[src/rtl/instr_encoder_loader.sv]
// rtl/instr_encoder_loader.sv - encodes instruction field bundles into 24-bit words and streams them into program memory
// A small word FIFO decouples field submission from memory back-pressure; the FSM sequences load/flush/done.
module instr_encoder_loader #(
  parameter int FIFO_DEPTH = 4
) (
  input  logic        i_clk,
  input  logic        i_rst,
  input  logic        i_start,
  input  logic [5:0]  i_base_addr,
  input  logic        i_finish,
  input  logic        i_in_valid,
  output logic        o_in_ready,
  input  logic [3:0]  i_opcode,
  input  logic [3:0]  i_rz,
  input  logic [3:0]  i_rx,
  input  logic [3:0]  i_ry,
  input  logic [15:0] i_immediate,
  input  logic [15:0] i_address,
  input  logic [5:0]  i_jmp_addrs,
  output logic        o_mem_we,
  input  logic        i_mem_ready,
  output logic [5:0]  o_mem_addr,
  output logic [23:0] o_mem_wdata,
  output logic        o_busy,
  output logic        o_done,
  output logic        o_full,
  output logic        o_err,
  output logic [6:0]  o_count
);

  localparam int PW = $clog2(FIFO_DEPTH);
  localparam logic [PW:0] OCC_FULL = (PW+1)'(FIFO_DEPTH);
  localparam logic [5:0]  LAST_ADDR = 6'd63;

  typedef enum logic [1:0] {S_IDLE, S_LOAD, S_FLUSH, S_DONE} state_t;

  state_t        r_state;
  state_t        w_next;
  logic [23:0]   r_fifo [FIFO_DEPTH];
  logic [PW-1:0] r_head;
  logic [PW-1:0] r_tail;
  logic [PW:0]   r_occ;
  logic [5:0]    r_acc_ptr;
  logic [5:0]    r_wr_ptr;
  logic [6:0]    r_count;
  logic          r_err;
  logic          r_full;

  logic          w_fifo_full;
  logic          w_fifo_empty;
  logic          w_in_ready;
  logic          w_accept;
  logic          w_reject;
  logic          w_push;
  logic          w_pop;
  logic          w_start_ok;
  logic [23:0]   w_word;

  assign w_fifo_full  = (r_occ == OCC_FULL);
  assign w_fifo_empty = (r_occ == '0);
  assign w_accept     = i_in_valid && w_in_ready;
  // WRTD only carries an 8-bit immediate; a non-zero upper byte is consumed but dropped.
  assign w_reject     = w_accept && (i_opcode == 4'h0) && (i_immediate[15:8] != 8'h00);
  assign w_push       = w_accept && !w_reject;
  assign w_pop        = !w_fifo_empty && i_mem_ready;
  assign w_start_ok   = i_start && ((r_state == S_IDLE) || (r_state == S_DONE));

  always_comb begin
    w_word = 24'h000000;
    if (i_opcode == 4'h0)
      w_word = {i_opcode, i_rz, i_immediate[7:0], 8'h00};
    else if (i_opcode <= 4'h7)
      w_word = {i_opcode, i_rz, i_rx, i_ry, 8'h00};
    else if (i_opcode <= 4'hB)
      w_word = {i_opcode, i_rz, 16'h0000};
    else if (i_opcode == 4'hC)
      w_word = {i_opcode, i_rz, i_immediate};
    else if (i_opcode != 4'hF)
      w_word = {i_opcode, i_rz, i_address};
    else
      w_word = {i_opcode, i_jmp_addrs, 14'h0000};
  end

  always_comb begin
    w_next     = r_state;
    w_in_ready = 1'b0;
    o_busy     = 1'b0;
    o_done     = 1'b0;
    case (r_state)
      S_IDLE: begin
        if (w_start_ok) w_next = S_LOAD;
      end
      S_LOAD: begin
        w_in_ready = !w_fifo_full;
        o_busy     = 1'b1;
        if (i_finish || (w_push && (r_acc_ptr == LAST_ADDR))) w_next = S_FLUSH;
      end
      S_FLUSH: begin
        o_busy = 1'b1;
        if (w_fifo_empty || ((r_occ == (PW+1)'(1)) && w_pop)) w_next = S_DONE;
      end
      S_DONE: begin
        o_done = 1'b1;
        if (w_start_ok) w_next = S_LOAD;
      end
      default: w_next = S_IDLE;
    endcase
  end

  always_ff @(posedge i_clk) begin
    if (i_rst) begin
      r_head <= '0;
      r_tail <= '0;
      r_occ  <= '0;
    end else begin
      if (w_push) begin
        r_fifo[r_tail] <= w_word;
        r_tail         <= r_tail + 1'b1;
      end
      if (w_pop) r_head <= r_head + 1'b1;
      if (w_push && !w_pop)      r_occ <= r_occ + 1'b1;
      else if (!w_push && w_pop) r_occ <= r_occ - 1'b1;
    end
  end

  always_ff @(posedge i_clk) begin
    if (i_rst) begin
      r_state   <= S_IDLE;
      r_acc_ptr <= 6'd0;
      r_wr_ptr  <= 6'd0;
      r_count   <= 7'd0;
      r_err     <= 1'b0;
      r_full    <= 1'b0;
    end else begin
      r_state <= w_next;
      if (w_start_ok) begin
        r_acc_ptr <= i_base_addr;
        r_wr_ptr  <= i_base_addr;
        r_count   <= 7'd0;
        r_err     <= 1'b0;
        r_full    <= 1'b0;
      end else begin
        // Pointers saturate at the last address instead of wrapping.
        if (w_push && (r_acc_ptr != LAST_ADDR)) r_acc_ptr <= r_acc_ptr + 6'd1;
        if (w_push && (r_acc_ptr == LAST_ADDR)) r_full <= 1'b1;
        if (w_reject) r_err <= 1'b1;
        if (w_pop) begin
          r_count <= r_count + 7'd1;
          if (r_wr_ptr != LAST_ADDR) r_wr_ptr <= r_wr_ptr + 6'd1;
        end
      end
    end
  end

  assign o_in_ready  = w_in_ready;
  assign o_mem_we    = !w_fifo_empty;
  assign o_mem_addr  = r_wr_ptr;
  assign o_mem_wdata = w_fifo_empty ? 24'h000000 : r_fifo[r_head];
  assign o_full      = r_full;
  assign o_err       = r_err;
  assign o_count     = r_count;

endmodule

[config.mk]
export PLATFORM = sky130hd
export DESIGN_NAME = instr_encoder_loader
export DESIGN_NICKNAME = d
export VERILOG_FILES = /design/src/rtl/instr_encoder_loader.sv
export SDC_FILE = /design/constraint.sdc
export NUM_CORES = 1
export LEC_CHECK = 0
export CORE_AREA = 5 5 205 128
export CTS_BUF_LIST = sky130_fd_sc_hd__clkbuf_4
export DETAILED_ROUTE_END_ITERATION = 8
export DIE_AREA = 0 0 210 133
export PLACE_DENSITY = 0.46
export SLEW_MARGIN = 10
export SYNTH_ARGS = -nofsm -noshare
export SYNTH_HDL_FRONTEND = slang
export SYNTH_SLANG_ARGS = --single-unit
[constraint.sdc]
create_clock -name i_clk -period 4.86 [get_ports i_clk]
set_input_delay 0.486 -clock i_clk [delete_from_list [all_inputs] [get_ports i_clk]]
set_output_delay 0.486 -clock i_clk [all_outputs]
set_load 0.01 [all_outputs]
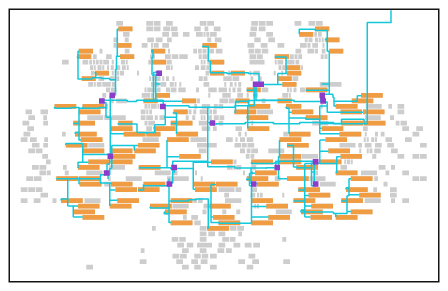
(images/clock_map.png)
[cyan] clock wires | length: 1,710 um
[orange] flip-flops | count: 128
[purple] cells driving clock nets | count: 17
routed clock nets	18
clock network power: 774 uW
proportion of power drawn by the clock network: 23.2%
clk_skew: 16.09 ps

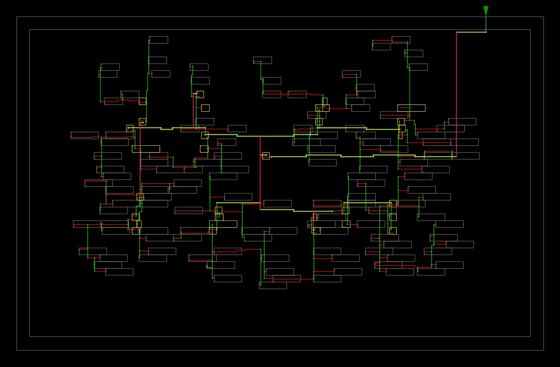
(images/final_clocks.png)
source-to-sink clock delay at the later pin of the worst-skew pair: 540 ps
clock sinks: 128
Num CTS Buffers: 17
layout sequential cell count: 128

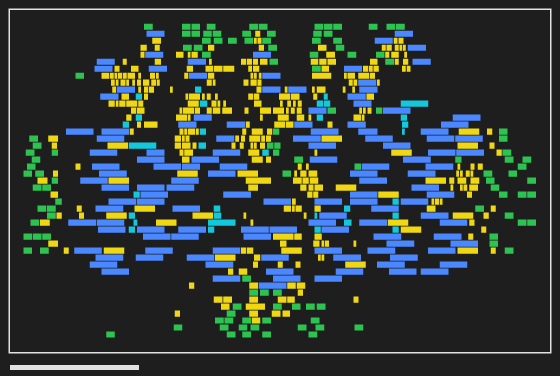
(images/cell_classes.png)
The bar under the picture is 50 um long.
color	class	cells	share of their area
blue	flip-flops	128	47%
cyan	clock drivers and dummy loads	32	4.0%
yellow	all other logic	310	33%
green	other buffers and delay cells	118	15%
final core utilization: 32.31%
post-route standard cell area excluding fillers: 0.007895 mm2

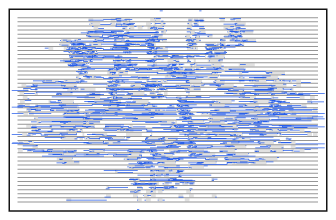
(images/met1.png)
Supply wires on this layer in gray.
main direction	horizontal
wire length on this layer	7,980 um
nets with wire on the layer	601
longest straight run	60.7 um
via count: 4,223
wire length reported by the detailed router: 17.47 mm

==> results.json <==
{
  "status": "complete, no violations",
  "synthesis.instances": 465,
  "cts-htree-levels": 4,
  "rr_startpoint": "r_occ[0]",
  "setup-tns-final_ps": 0,
  "yosys_warnings": 0,
  "synth-seq-area-share_pct": 57.26,
  "reg2reg_setup_slack_ps": 2330,
  "clk_pin_slew_ps": 120,
  "post-layout-total-power_uw": 3334,
  "yosysChipArea_mm2": 0.006153,
  "crit_fanout": 24,
  "clk_root_buffer_cell": "sky130_fd_sc_hd__clkbuf_4",
  "vias_per_cell": 4.600,
  "top_logic_kind": "multiplexers",
  "postcts_setup_bufs": 0,
  "worstSetupEndpointType": "output pin",
  "drt-pass1-iter-count": 5,
  "crit_path_start_kind": "register",
  "timing.rr.end": "r_occ[2]",
  "slew_viol_final": 0,
  "power-top-group": "sequential cells",
  "critical_path_required_ps": 4370,
  "period_minus_slack_ps": 3315,
  "power.share.combinational_pct": 35.2,
  "cts_resized": 0,
  "core_util_floorplan_pct": 25.18,
  "r2r_cells": 7,
  "syn_area_per_cell_um2": 13.23,
  "log.warning_count": 35
}
==> placed cells by master (no fill, tap or decap), types with 13 or more instances in the layout <==
master	instances
sky130_fd_sc_hd__mux2i_1	28
sky130_fd_sc_hd__dfxtp_1	31
sky130_fd_sc_hd__nor2_1	40
sky130_fd_sc_hd__clkbuf_4	18
sky130_fd_sc_hd__nand2_1	13
sky130_fd_sc_hd__a21oi_1	20
sky130_fd_sc_hd__clkdlybuf4s50_1	108
sky130_fd_sc_hd__ha_1	16
sky130_fd_sc_hd__mux4_2	24
sky130_fd_sc_hd__and2_1	32
sky130_fd_sc_hd__nand3_1	13
sky130_fd_sc_hd__edfxtp_1	96
==> layout make-up <==
cell class,instances,area (um2)
clock buffers,18,135.1
fillers,2458,16540
clock inverters,14,165.2
well taps,329,411.6
multi-input cells,298,2455
diodes,1,2.502
repair buffers,118,1156
flip-flops and latches,128,3525
inverters,12,45.04
==> metrics by stage <==
stage                     instances  instance area (um2)
after global placement          885                 7590
final                           918                 7895
after global routing            918                 7895
after floorplan                 465                 6153
after CTS                       917                 7890
after detailed placement        885                 7590
==> layer usage <==
layer	part of all wire [%]	wire length (um)	vias to the layer above	global-route usage (%)
li1	-	-	2000	-
met1	46	7975	2069	17.11
met2	45	7927	133	19.63
met3	7.3	1281	21	3.507
met4	1.6	283	0	4.020
met5	0	0	-	0
==> critical path, stage by stage (launching register included) <==
cell and delay, ps:
sky130_fd_sc_hd__dfxtp_2 960, sky130_fd_sc_hd__mux4_2 660, sky130_fd_sc_hd__and2_1 180, sky130_fd_sc_hd__clkdlybuf4s50_1 470
==> sequential cells by signal (all words and copies together) (netlist names), named ones only <==
register	count
r_tail	2
r_head	2
r_occ	3
o_err	1
r_acc_ptr	6
r_fifo	96
r_state	2
o_full	1
o_mem_addr	6
o_count	7
Power is estimated from default activity; no workload was simulated.
